==> images/flops_by_reg.png <==
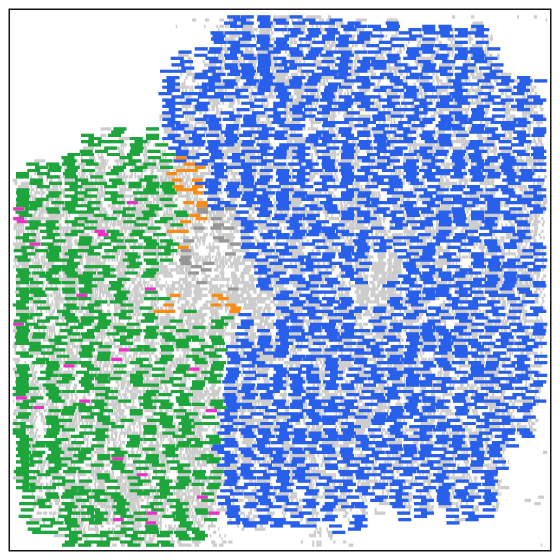
==> images/metal_density.png <==
The bar under the picture is 100 um long. 23 x 23 tiles, from black (low) to pale yellow (high), scaled to the fullest tile. Values are wire area over tile area, all layers added.
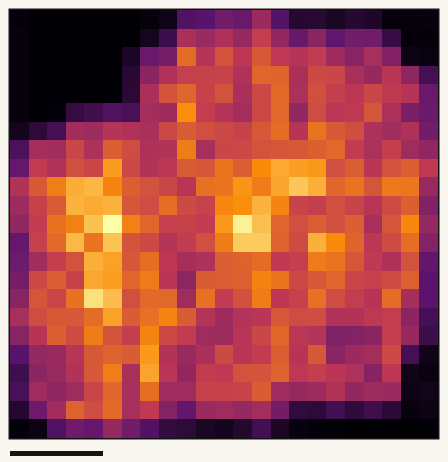
`config.mk`:
```
export PLATFORM = sky130hd
export DESIGN_NAME = icache_nway
export DESIGN_NICKNAME = d
export VERILOG_FILES = /design/src/rtl/cpu_types_pkg.sv /design/src/rtl/icache_way.sv /design/src/rtl/icache_nway.sv
export SDC_FILE = /design/constraint.sdc
export NUM_CORES = 2
export LEC_CHECK = 0
export ABC_AREA = 1
export CORE_MARGIN = 2
export CORE_UTILIZATION = 57
export DETAILED_ROUTE_END_ITERATION = 8
export PLACE_DENSITY_LB_ADDON = 0.25
export REMOVE_ABC_BUFFERS = 1
export SLEW_MARGIN = 20
export SYNTH_ARGS = -nofsm -noshare
export SYNTH_HDL_FRONTEND = slang
export SYNTH_SLANG_ARGS = --single-unit
export TNS_END_PERCENT = 10
```
`constraint.sdc`:
```
create_clock -name CLK -period 3.2 [get_ports CLK]
set_input_delay 0.48 -clock CLK [delete_from_list [all_inputs] [get_ports CLK]]
set_output_delay 0.48 -clock CLK [all_outputs]
set_load 0.01 [all_outputs]
```
`src/rtl/cpu_types_pkg.sv`:
```
// Shared CPU types: instruction-cache FSM states, default cache geometry and derived-width helper.
package cpu_types_pkg;

  localparam int unsigned WORD_W        = 32;
  localparam int unsigned IBYT_W        = 2;
  localparam int unsigned ICACHE_WAYS   = 2;
  localparam int unsigned ICACHE_IIDX_W = 4;
  localparam int unsigned ICACHE_IBLK_W = 1;

  typedef enum logic {
    IDLE = 1'b0,
    FILL = 1'b1
  } icache_state_t;

  function automatic int unsigned icache_tag_w(input int unsigned iidx_w, input int unsigned iblk_w);
    return WORD_W - iidx_w - iblk_w - IBYT_W;
  endfunction

endpackage

```
`src/rtl/icache_way.sv`:
```
// One way of the instruction cache: valid/tag/data storage, combinational lookup,
// synchronous word write and single-cycle flush of all valid bits.
module icache_way
  import cpu_types_pkg::*;
#(
  parameter int unsigned IIDX_W = ICACHE_IIDX_W,
  parameter int unsigned IBLK_W = ICACHE_IBLK_W,
  parameter int unsigned TAG_W  = icache_tag_w(IIDX_W, IBLK_W)
) (
  input  logic              clk,
  input  logic              rst_n,
  input  logic              flush,
  input  logic [IIDX_W-1:0] rd_idx,
  input  logic [TAG_W-1:0]  rd_tag,
  input  logic [IBLK_W-1:0] rd_off,
  output logic              hit_c,
  output logic              vld_c,
  output logic [WORD_W-1:0] rdata_c,
  input  logic              wr_en,
  input  logic [IIDX_W-1:0] wr_idx,
  input  logic [IBLK_W-1:0] wr_off,
  input  logic [WORD_W-1:0] wr_data,
  input  logic              set_vld,
  input  logic [TAG_W-1:0]  set_tag
);

  localparam int unsigned SETS = 2 ** IIDX_W;
  localparam int unsigned BLK  = 2 ** IBLK_W;

  logic [SETS-1:0]   valid_q;
  logic [TAG_W-1:0]  tag_q  [SETS];
  logic [WORD_W-1:0] data_q [SETS][BLK];

  assign vld_c   = valid_q[rd_idx];
  assign hit_c   = valid_q[rd_idx] && (tag_q[rd_idx] == rd_tag);
  assign rdata_c = data_q[rd_idx][rd_off];

  // Flush wins over a completing fill in the same cycle.
  always_ff @(posedge clk or negedge rst_n) begin
    if (!rst_n) begin
      valid_q <= '0;
    end else if (flush) begin
      valid_q <= '0;
    end else if (set_vld) begin
      valid_q[wr_idx] <= 1'b1;
    end
  end

  // Tag and data arrays carry no reset; contents are qualified by valid_q.
  always_ff @(posedge clk) begin
    if (set_vld) begin
      tag_q[wr_idx] <= set_tag;
    end
    if (wr_en) begin
      data_q[wr_idx][wr_off] <= wr_data;
    end
  end

endmodule

```
`src/rtl/icache_nway.sv`:
```
// N-way set-associative instruction cache with multi-word block refill and flush.
// Optional hit/miss counters are enabled by defining ICACHE_STATS_EN.
module icache_nway
  import cpu_types_pkg::*;
#(
  parameter int unsigned IWAYS  = ICACHE_WAYS,
  parameter int unsigned IIDX_W = ICACHE_IIDX_W,
  parameter int unsigned IBLK_W = ICACHE_IBLK_W
) (
  input  logic              CLK,
  input  logic              nRST,
  input  logic              imemREN,
  input  logic [WORD_W-1:0] imemaddr,
  output logic              ihit,
  output logic [WORD_W-1:0] imemload,
  input  logic              iflush,
  output logic              iREN,
  output logic [WORD_W-1:0] iaddr,
  input  logic              iwait,
  input  logic [WORD_W-1:0] iload
`ifdef ICACHE_STATS_EN
  ,
  output logic [WORD_W-1:0] hit_count,
  output logic [WORD_W-1:0] miss_count
`endif
);

  localparam int unsigned TAG_W   = icache_tag_w(IIDX_W, IBLK_W);
  localparam int unsigned SETS    = 2 ** IIDX_W;
  localparam int unsigned PTR_W   = (IWAYS > 1) ? $clog2(IWAYS) : 1;
  localparam int unsigned IDX_LSB = IBYT_W + IBLK_W;
  localparam int unsigned TAG_LSB = IDX_LSB + IIDX_W;

  icache_state_t     state_q, state_nxt;
  logic [TAG_W-1:0]  ftag_q, ftag_nxt;
  logic [IIDX_W-1:0] fidx_q, fidx_nxt;
  logic [IBLK_W-1:0] k_q, k_nxt;
  logic [PTR_W-1:0]  victim_q, victim_nxt;
  logic [PTR_W-1:0]  victim_sel;

  logic [TAG_W-1:0]  req_tag;
  logic [IIDX_W-1:0] req_idx;
  logic [IBLK_W-1:0] req_off;

  logic [IWAYS-1:0]  way_hit;
  logic [IWAYS-1:0]  way_vld;
  logic [WORD_W-1:0] way_data [IWAYS];
  logic              any_hit;
  logic [WORD_W-1:0] hit_data;
  logic              wr_en;
  logic              fill_done;

  assign req_tag = imemaddr[WORD_W-1 -: TAG_W];
  assign req_idx = imemaddr[TAG_LSB-1 -: IIDX_W];
  assign req_off = imemaddr[IDX_LSB-1 -: IBLK_W];

  wire unused_byte_off = ^imemaddr[IBYT_W-1:0];

  for (genvar w = 0; w < IWAYS; w++) begin : g_way
    icache_way #(
      .IIDX_W (IIDX_W),
      .IBLK_W (IBLK_W),
      .TAG_W  (TAG_W)
    ) u_way (
      .clk     (CLK),
      .rst_n   (nRST),
      .flush   (iflush),
      .rd_idx  (req_idx),
      .rd_tag  (req_tag),
      .rd_off  (req_off),
      .hit_c   (way_hit[w]),
      .vld_c   (way_vld[w]),
      .rdata_c (way_data[w]),
      .wr_en   (wr_en && (victim_q == PTR_W'(w))),
      .wr_idx  (fidx_q),
      .wr_off  (k_q),
      .wr_data (iload),
      .set_vld (fill_done && (victim_q == PTR_W'(w))),
      .set_tag (ftag_q)
    );
  end

  // At most one way matches, so OR-combining the gated words is the hit mux.
  always_comb begin
    any_hit  = 1'b0;
    hit_data = '0;
    for (int w = 0; w < IWAYS; w++) begin
      if (way_hit[w]) begin
        any_hit  = 1'b1;
        hit_data = hit_data | way_data[w];
      end
    end
  end

  if (IWAYS > 1) begin : g_rr
    logic [PTR_W-1:0] ptr_q [SETS];

    always_ff @(posedge CLK or negedge nRST) begin
      if (!nRST) begin
        for (int s = 0; s < SETS; s++) ptr_q[s] <= '0;
      end else if (iflush) begin
        for (int s = 0; s < SETS; s++) ptr_q[s] <= '0;
      end else if (fill_done) begin
        ptr_q[fidx_q] <= ptr_q[fidx_q] + PTR_W'(1);
      end
    end

    // Lowest-numbered invalid way, otherwise the set's round-robin pointer.
    always_comb begin
      victim_sel = ptr_q[req_idx];
      for (int w = IWAYS - 1; w >= 0; w--) begin
        if (!way_vld[w]) victim_sel = PTR_W'(w);
      end
    end
  end else begin : g_dm
    assign victim_sel = '0;
    wire unused_vld = &way_vld;
  end

  always_ff @(posedge CLK or negedge nRST) begin
    if (!nRST) begin
      state_q  <= IDLE;
      ftag_q   <= '0;
      fidx_q   <= '0;
      k_q      <= '0;
      victim_q <= '0;
    end else begin
      state_q  <= state_nxt;
      ftag_q   <= ftag_nxt;
      fidx_q   <= fidx_nxt;
      k_q      <= k_nxt;
      victim_q <= victim_nxt;
    end
  end

  always_comb begin
    state_nxt  = state_q;
    ftag_nxt   = ftag_q;
    fidx_nxt   = fidx_q;
    k_nxt      = k_q;
    victim_nxt = victim_q;
    ihit       = 1'b0;
    imemload   = '0;
    iREN       = 1'b0;
    iaddr      = '0;
    wr_en      = 1'b0;
    fill_done  = 1'b0;
    case (state_q)
      IDLE: begin
        if (!iflush && imemREN) begin
          if (any_hit) begin
            ihit     = 1'b1;
            imemload = hit_data;
          end else begin
            state_nxt  = FILL;
            ftag_nxt   = req_tag;
            fidx_nxt   = req_idx;
            k_nxt      = '0;
            victim_nxt = victim_sel;
          end
        end
      end
      FILL: begin
        iREN  = 1'b1;
        iaddr = {ftag_q, fidx_q, k_q, IBYT_W'(0)};
        if (iflush) begin
          state_nxt = IDLE;
        end else if (!iwait) begin
          wr_en = 1'b1;
          k_nxt = IBLK_W'(k_q + IBLK_W'(1));
          if (k_q == '1) begin
            fill_done = 1'b1;
            state_nxt = IDLE;
          end
        end
      end
      default: state_nxt = IDLE;
    endcase
  end

`ifdef ICACHE_STATS_EN
  // Saturating counters; only nRST clears them.
  always_ff @(posedge CLK or negedge nRST) begin
    if (!nRST) begin
      hit_count  <= '0;
      miss_count <= '0;
    end else begin
      if (ihit && (hit_count != '1)) begin
        hit_count <= hit_count + WORD_W'(1);
      end
      if ((state_q == IDLE) && (state_nxt == FILL) && (miss_count != '1)) begin
        miss_count <= miss_count + WORD_W'(1);
      end
    end
  end
`endif

endmodule

```
==> out/results.env <==
WORST_SETUP_PATH_START_KIND='input pin'
CTS-BUFFERS-INSERTED=309
WORST_IR_DROP_VDD_mV=0.649
DIE_X_UM=459
DRV.MAX_CAP_VIOLATION_COUNT=0
YS_SEQ_ELEMENTS=2928
POST_DRT_VIA_CELL_RATIO=6.44
MAIN_FLOP_TYPE_AFTER_SYNTHESIS='edfxtp_1'
SYNTH.YOSYS.CHIP_AREA_UM2=118000
SETUP_SLACK_PS=-792
DP_HPWL_MM=200
DIE_AR_UM2=210000
WL_MET3_MM=41.7
FAILING_CHECKS='negative setup slack'
FINALSETUPVIOLATIONS=33
LAYOUT_TOP_CELL='edfxtp_1'
PATH_CLK_SLEW_PS=60
TIMING.CRITICAL_PATH.MAX_DELAY_FAMILY='buffers and inverters'
YS_ASYNC_SR_FRACTION=0.0273
MAX_STAGE_DELAY_PS=350
CTS_SETUP_BUFFERS=20
FINAL_LAYOUT_TOP_LOGIC_CELLS='edfxtp_1 (2,848), nand2_1 (1,830), nor2_1 (845)'
OUTCOME='finished with violations'
DETAIL_ROUTE.ITER0.VIOLATIONS=12100
## Picture notes: flops_by_reg.png
`g_way.u_way.valid_q`: marked orange, sequential cells 32. `ftag_q`: marked magenta, sequential cells 25. `g_way.u_way.tag_q`: marked green, sequential cells 800. `g_way.u_way.data_q`: marked blue, sequential cells 2,048.
Another 23 sequential cells are not colored.

## Picture notes: metal_density.png
The mean over all tiles is 0.30. 8.3% of the tiles are nearly empty. The emptiest ninth of the die: top left. 48% of the tiles are over half the peak. The fullest tile reaches 0.67.
vias after detailed routing: 82,200
total global routing track utilization: 0.337
Routed WL: 359 mm

## where the power goes
part / switching (mW) / internal [mW] / total (mW)
clock: 14.4 / 19.9 / 34.3
combinational: 4.44 / 1.80 / 6.24
sequential: 0.102 / 42.7 / 42.8
## final cells by class
cell class	count	area (um^2)
sequential	2928	87500
fill	13800	66600
multi-input combinational	5567	27900
timing repair buffer	833	9260
clock buffer	380	8190
tap	2688	3360
clock inverter	148	1300
inverter	205	806
antenna	9	22.5
## final timing paths
| kind | start | slack (ps) | depth (start not counted) | endpoint |
|---|---|---|---|---|
| worst max-delay path | imemaddr[3] | -790 | 20 | imemload[19] |
| worst min-delay path | iload[10] | 60 | 1 | g_way[1].u_way.data_q[6][42] |
| worst max register to register | g_way[1].u_way.tag_q[9][10] | 310 | 14 | ftag_q[15] |
| worst min register to register | ftag_q[13] | 490 | 0 | g_way[1].u_way.tag_q[7][13] |
| max in group asynchronous | nRST | 2510 | 3 | state_q |
| min in group asynchronous | nRST | 190 | 3 | ftag_q[15] |
## state kept, by name, indices dropped and copies added, names as in the netlist
name / cells
g_way.u_way.data_q: 2048
g_way.u_way.tag_q: 800
g_way.u_way.valid_q: 32
ftag_q: 25
g_rr.ptr_q: 16
fidx_q: 4
k_q: 1
state_q: 1
victim_q: 1
## per-stage QoR
stage / TNS [ps] / utilization
finish: -23570 / 0.675
global route: -28740 / 0.675
CTS: -22600 / 0.673
detailed placement: -52600 / 0.622
global placement: -48540 / 0.622
floorplan: -1940690 / -
## logic make-up (layout without fill, tap and decap cells)
family | after synthesis | after routing
buffers and inverters | 864 | 1566
flip-flops | 2928 | 2928
other | 1 | 11
AND/OR/NAND/NOR | 3597 | 3597
AND-OR/OR-AND | 1968 | 1968
Power figures rest on the tool's default switching activity, not on a simulated workload.
